## config.mk

```make
export PLATFORM = sky130hd
export DESIGN_NAME = sram_block_reader_flat
export DESIGN_NICKNAME = d
export VERILOG_FILES = /design/src/rtl/sram_block_reader_if.sv /design/src/rtl/sram_block_reader.sv /design/src/flat_wrapper.sv
export SDC_FILE = /design/constraint.sdc
export NUM_CORES = 1
export LEC_CHECK = 0
export CORE_AREA = 8 8 119 66
export CTS_BUF_LIST = sky130_fd_sc_hd__clkbuf_16
export CTS_CLUSTER_DIAMETER = 200
export DETAILED_ROUTE_END_ITERATION = 10
export DIE_AREA = 0 0 127 74
export PLACE_DENSITY = 0.81
export SLEW_MARGIN = 5
export SYNTH_ARGS = -nofsm -noshare
export SYNTH_HDL_FRONTEND = slang
export SYNTH_SLANG_ARGS = --single-unit
export TNS_END_PERCENT = 1
```

## constraint.sdc

```tcl
create_clock -name clock -period 1.35 [get_ports clock]
set_input_delay 0.405 -clock clock [delete_from_list [all_inputs] [get_ports clock]]
set_output_delay 0.405 -clock clock [all_outputs]
set_load 0.02 [all_outputs]
```

## src/rtl/sram_block_reader_if.sv

```systemverilog
// Bundle of the reader's control, stream and SRAM-requester signals.
// master = the reader itself, slave = its environment (control, consumer, controller).
interface sram_block_reader_if #(
  parameter int unsigned ADDR_WIDTH = 3,
  parameter int unsigned DATA_WIDTH = 32
);
  logic                  start;
  logic [ADDR_WIDTH-1:0] start_addr;
  logic [ADDR_WIDTH:0]   num_words;
  logic                  busy;
  logic                  done;
  logic                  rd_error;
  logic                  out_valid;
  logic                  out_ready;
  logic [DATA_WIDTH-1:0] out_data;
  logic                  out_last;
  logic                  memctrl_enable;
  logic                  memctrl_rw;
  logic [ADDR_WIDTH-1:0] memctrl_addr;
  logic [DATA_WIDTH-1:0] memctrl_write_data;
  logic                  dat_ready;
  logic [DATA_WIDTH-1:0] memctrl_out_data;

  modport master (
    input  start, start_addr, num_words, out_ready, dat_ready, memctrl_out_data,
    output busy, done, rd_error, out_valid, out_data, out_last,
           memctrl_enable, memctrl_rw, memctrl_addr, memctrl_write_data
  );

  modport slave (
    output start, start_addr, num_words, out_ready, dat_ready, memctrl_out_data,
    input  busy, done, rd_error, out_valid, out_data, out_last,
           memctrl_enable, memctrl_rw, memctrl_addr, memctrl_write_data
  );
endinterface

```

## src/rtl/sram_block_reader.sv

```systemverilog
// Issues single-word SRAM reads at consecutive addresses and streams each word out.
// Optional read timeout enabled by defining SRAM_RD_TIMEOUT_EN.
module sram_block_reader #(
  parameter int unsigned ADDR_WIDTH = 3,
  parameter int unsigned DATA_WIDTH = 32,
  parameter int unsigned TIMEOUT    = 8
) (
  input logic                clock,
  input logic                reset,
  sram_block_reader_if.master bus
);

  typedef enum logic [2:0] {
    S_IDLE,
    S_ISSUE,
    S_WAIT,
    S_HOLD,
    S_DONE
  } state_t;

  state_t                r_state;
  state_t                w_next;
  logic [ADDR_WIDTH-1:0] r_addr;
  logic [ADDR_WIDTH:0]   r_cnt;
  logic [DATA_WIDTH-1:0] r_data;
  logic                  r_last;
  logic                  w_timeout;

`ifdef SRAM_RD_TIMEOUT_EN
  localparam int unsigned CW = $clog2(TIMEOUT + 1);
  logic [CW-1:0] r_wait_cnt;
  logic          r_err;

  // dat_ready takes priority over the final timeout cycle
  assign w_timeout = (r_state == S_WAIT) && !bus.dat_ready &&
                     (r_wait_cnt == CW'(TIMEOUT - 1));
`else
  assign w_timeout = 1'b0;
`endif

  always_comb begin
    w_next = r_state;
    case (r_state)
      S_IDLE:  if (bus.start) w_next = (bus.num_words == '0) ? S_DONE : S_ISSUE;
      S_ISSUE: w_next = S_WAIT;
      S_WAIT: begin
        if (bus.dat_ready)  w_next = S_HOLD;
        else if (w_timeout) w_next = S_DONE;
      end
      S_HOLD:  if (bus.out_ready) w_next = r_last ? S_DONE : S_ISSUE;
      S_DONE:  w_next = S_IDLE;
      default: w_next = S_IDLE;
    endcase
  end

  always_ff @(posedge clock) begin
    if (reset) begin
      r_state <= S_IDLE;
      r_addr  <= '0;
      r_cnt   <= '0;
      r_data  <= '0;
      r_last  <= 1'b0;
    end else begin
      r_state <= w_next;
      case (r_state)
        S_IDLE: if (bus.start) begin
          r_addr <= bus.start_addr;
          r_cnt  <= bus.num_words;
        end
        S_WAIT: if (bus.dat_ready) begin
          r_data <= bus.memctrl_out_data;
          r_last <= (r_cnt == (ADDR_WIDTH + 1)'(1));
        end
        S_HOLD: if (bus.out_ready) begin
          r_cnt  <= r_cnt - (ADDR_WIDTH + 1)'(1);
          r_addr <= r_addr + ADDR_WIDTH'(1);
        end
        default: ;
      endcase
    end
  end

`ifdef SRAM_RD_TIMEOUT_EN
  always_ff @(posedge clock) begin
    if (reset) begin
      r_wait_cnt <= '0;
      r_err      <= 1'b0;
    end else begin
      if (r_state == S_ISSUE)     r_wait_cnt <= '0;
      else if (r_state == S_WAIT) r_wait_cnt <= r_wait_cnt + CW'(1);
      if (r_state == S_IDLE && bus.start) r_err <= 1'b0;
      else if (w_timeout)                 r_err <= 1'b1;
    end
  end
  assign bus.rd_error = r_err;
`else
  assign bus.rd_error = 1'b0;
`endif

  assign bus.busy               = (r_state != S_IDLE);
  assign bus.done               = (r_state == S_DONE);
  assign bus.out_valid          = (r_state == S_HOLD);
  assign bus.out_data           = r_data;
  assign bus.out_last           = r_last;
  assign bus.memctrl_enable     = (r_state == S_ISSUE);
  assign bus.memctrl_rw         = 1'b0;
  assign bus.memctrl_addr       = r_addr;
  assign bus.memctrl_write_data = '0;

endmodule

```

## src/flat_wrapper.sv

```systemverilog
// flat-port wrapper written by rule: the top's interface ports become plain ports
module sram_block_reader_flat 
#(
  parameter int unsigned ADDR_WIDTH = 3,
  parameter int unsigned DATA_WIDTH = 32,
  parameter int unsigned TIMEOUT    = 8
)
  (clock, reset, bus_start, bus_start_addr, bus_num_words, bus_out_ready, bus_dat_ready, bus_memctrl_out_data, bus_busy, bus_done, bus_rd_error, bus_out_valid, bus_out_data, bus_out_last, bus_memctrl_enable, bus_memctrl_rw, bus_memctrl_addr, bus_memctrl_write_data);
  sram_block_reader_if #(.ADDR_WIDTH(ADDR_WIDTH), .DATA_WIDTH(DATA_WIDTH)) bus_i ();
  input logic clock;
  input logic reset;
  input wire logic [$bits(bus_i.start)-1:0] bus_start;
  input wire logic [$bits(bus_i.start_addr)-1:0] bus_start_addr;
  input wire logic [$bits(bus_i.num_words)-1:0] bus_num_words;
  input wire logic [$bits(bus_i.out_ready)-1:0] bus_out_ready;
  input wire logic [$bits(bus_i.dat_ready)-1:0] bus_dat_ready;
  input wire logic [$bits(bus_i.memctrl_out_data)-1:0] bus_memctrl_out_data;
  output wire logic [$bits(bus_i.busy)-1:0] bus_busy;
  output wire logic [$bits(bus_i.done)-1:0] bus_done;
  output wire logic [$bits(bus_i.rd_error)-1:0] bus_rd_error;
  output wire logic [$bits(bus_i.out_valid)-1:0] bus_out_valid;
  output wire logic [$bits(bus_i.out_data)-1:0] bus_out_data;
  output wire logic [$bits(bus_i.out_last)-1:0] bus_out_last;
  output wire logic [$bits(bus_i.memctrl_enable)-1:0] bus_memctrl_enable;
  output wire logic [$bits(bus_i.memctrl_rw)-1:0] bus_memctrl_rw;
  output wire logic [$bits(bus_i.memctrl_addr)-1:0] bus_memctrl_addr;
  output wire logic [$bits(bus_i.memctrl_write_data)-1:0] bus_memctrl_write_data;
  assign bus_i.start = bus_start;
  assign bus_i.start_addr = bus_start_addr;
  assign bus_i.num_words = bus_num_words;
  assign bus_i.out_ready = bus_out_ready;
  assign bus_i.dat_ready = bus_dat_ready;
  assign bus_i.memctrl_out_data = bus_memctrl_out_data;
  assign bus_busy = bus_i.busy;
  assign bus_done = bus_i.done;
  assign bus_rd_error = bus_i.rd_error;
  assign bus_out_valid = bus_i.out_valid;
  assign bus_out_data = bus_i.out_data;
  assign bus_out_last = bus_i.out_last;
  assign bus_memctrl_enable = bus_i.memctrl_enable;
  assign bus_memctrl_rw = bus_i.memctrl_rw;
  assign bus_memctrl_addr = bus_i.memctrl_addr;
  assign bus_memctrl_write_data = bus_i.memctrl_write_data;
  sram_block_reader #(.ADDR_WIDTH(ADDR_WIDTH), .DATA_WIDTH(DATA_WIDTH), .TIMEOUT(TIMEOUT)) u_core (.clock(clock), .reset(reset), .bus(bus_i));
endmodule
```

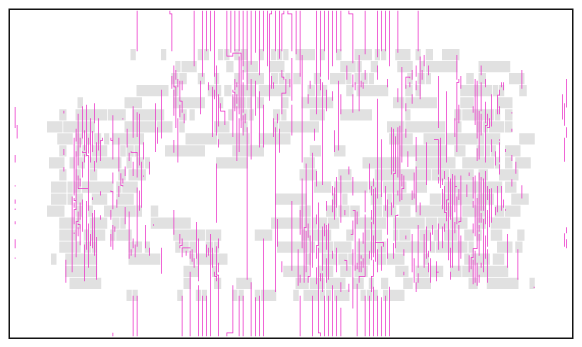
**Above:** M2 wires.
main direction	vertical
share of all routed wire	47%
longest straight run	37.1 um
wire length on this layer	3060 um
nets with wire on the layer	339

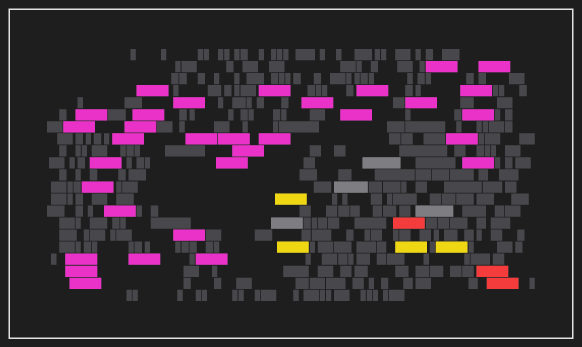
**Above:** sequential cells grouped by signal name.
Other sequential cells in the stronger gray, the rest of the logic in the fainter gray.
color	netlist name	flops
yellow	`u_core.r_cnt`	4
red	`u_core.bus.memctrl_addr`	3
magenta	`u_core.bus.out_data`	32

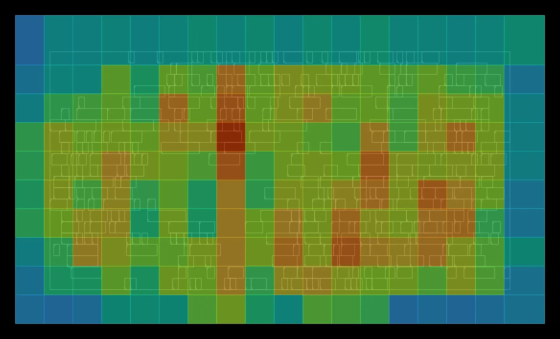
**Above:** track usage over the die.
WL/cell: 14.8 um
met2 Usage GRT: 21.5%
GRT met3 Usage: 6.58%

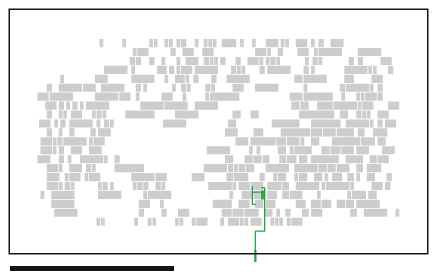
**Above:** nets reached from selected ports.
The bar under the picture is 50 um long.
color	port	bits	direction	edge	end cells	buffers	wire
green	`bus_out_valid`	1	output	bottom	1	1	32.8 um

==> metrics.yaml <==
fin_util_pct: 50.5
endpoint_kind: "output port"
setup_violations: 43
violations: "negative setup slack"
drive_above_1_share_pct: 26.9
post_cts_buffers: 1
drt_iter0_markers: 75
synth_cell_type_count: 43
tool_warnings: 29
max_freq_mhz: 639
highest_layer: "met4"
outcome: "finished with violations"
portBuffers: 83
grt_pass1_vias: 1985
ys.flops: 43
muxShareOfSynthArea_pct: 1.95
aoi_share_pct: 16.2
cts_tree: "done"
critical_path_class: "register to output port"
dr_total_vias: 1964
finalWorstSetupSlack_ns: -0.215
-- sequential cells by signal, summed over array words and instances (netlist names) --
register,cells
u_core.bus.memctrl_addr,3
u_core.bus.out_data,32
u_core.bus.out_last,1
u_core.r_state,3
u_core.r_cnt,4
-- cells in the mapped netlist, types with 2 or more instances --
library cell / count / area [um^2]
buf_4: 37 / 278
mux2i_1: 3 / 30.0
buf_6: 2 / 22.5
a221oi_1: 2 / 17.5
inv_1: 7 / 26.3
o32ai_1: 4 / 35.0
and2_1: 2 / 12.5
o22ai_1: 3 / 18.8
clkbuf_1: 9 / 33.8
buf_2: 3 / 15.0
ha_1: 3 / 37.5
o31ai_1: 2 / 15.0
nor4_1: 2 / 12.5
o221ai_1: 2 / 17.5
nand2_1: 69 / 259
nor2_1: 4 / 15.0
o22a_1: 3 / 26.3
dfxtp_1: 43 / 861
a21oi_1: 33 / 165
nor2b_1: 2 / 12.5
-- through the flow --
| step | setup WS, ns | instance area, um^2 | hold slack, ns |
|---|---|---|---|
| 3_5_place_dp | -0.495 | 3020 | 0.447 |
| 3_3_place_gp | -0.495 | 3020 | 0.441 |
| 4_1_cts | -0.225 | 3230 | 0.455 |
| 5_1_grt | -0.237 | 3190 | 0.474 |
| 2_1_floorplan | 0.0126 | 2240 | 0.472 |
| 6_report | -0.215 | 3190 | 0.453 |
-- critical path: stages, from the launching register on --
cell and delay (ns):
dfxtp_2 0.35, or3_1 0.38, buf_6 0.14
-- worst paths after layout --
| path | cells past startpoint | from | to |
|---|---|---|---|
| max | 2 | u_core.r_state[2] | bus_busy |
| max reg2reg | 5 | u_core.r_state[0] | u_core.bus.out_last |
| min reg2reg | 2 | u_core.bus.out_data[3] | u_core.bus.out_data[3] |
| min | 2 | u_core.bus.out_data[3] | u_core.bus.out_data[3] |
-- power by group through the flow --
stage	registers, W	logic [W]	clock network, W
floorplan	0.00150	0.000541	0
global placement	0.00144	0.000922	0
detailed placement	0.00145	0.000937	0
CTS	0.00143	0.000931	0.00139
global route	0.00143	0.00105	0.00146
finish	0.00142	0.000961	0.00134
-- per-layer routing --
layer / GRT usage (%) / up-vias
met5: 0 / -
met4: 3.92 / 0
met3: 6.58 / 4
met2: 21.5 / 53
met1: 15.3 / 913
li1: - / 994
-- layout by cell type, fill, tap and decap left out, types with 3 or more instances in the layout --
| cell | count |
|---|---|
| clkdlybuf4s15_2 | 11 |
| buf_4 | 23 |
| inv_1 | 7 |
| ha_1 | 3 |
| a21oi_2 | 4 |
| o32ai_1 | 3 |
| o22ai_1 | 3 |
| nor2_1 | 3 |
| nand2_1 | 69 |
| o22a_1 | 3 |
| dfxtp_1 | 40 |
| buf_6 | 7 |
| conb_1 | 34 |
| mux2i_1 | 3 |
| clkbuf_2 | 22 |
| clkdlybuf4s50_1 | 40 |
| clkbuf_16 | 5 |
| dlymetal6s2s_1 | 3 |
| a21oi_1 | 30 |
-- layout make-up --
class / instances / area (um^2)
fillers: 635 / 3120
inverters: 8 / 30.0
repair buffers: 109 / 943
multi-input cells: 189 / 1080
clock buffers: 5 / 125
flip-flops and latches: 43 / 870
well taps: 80 / 100
clock inverters: 3 / 38.8
Power is estimated from default activity; no workload was simulated.
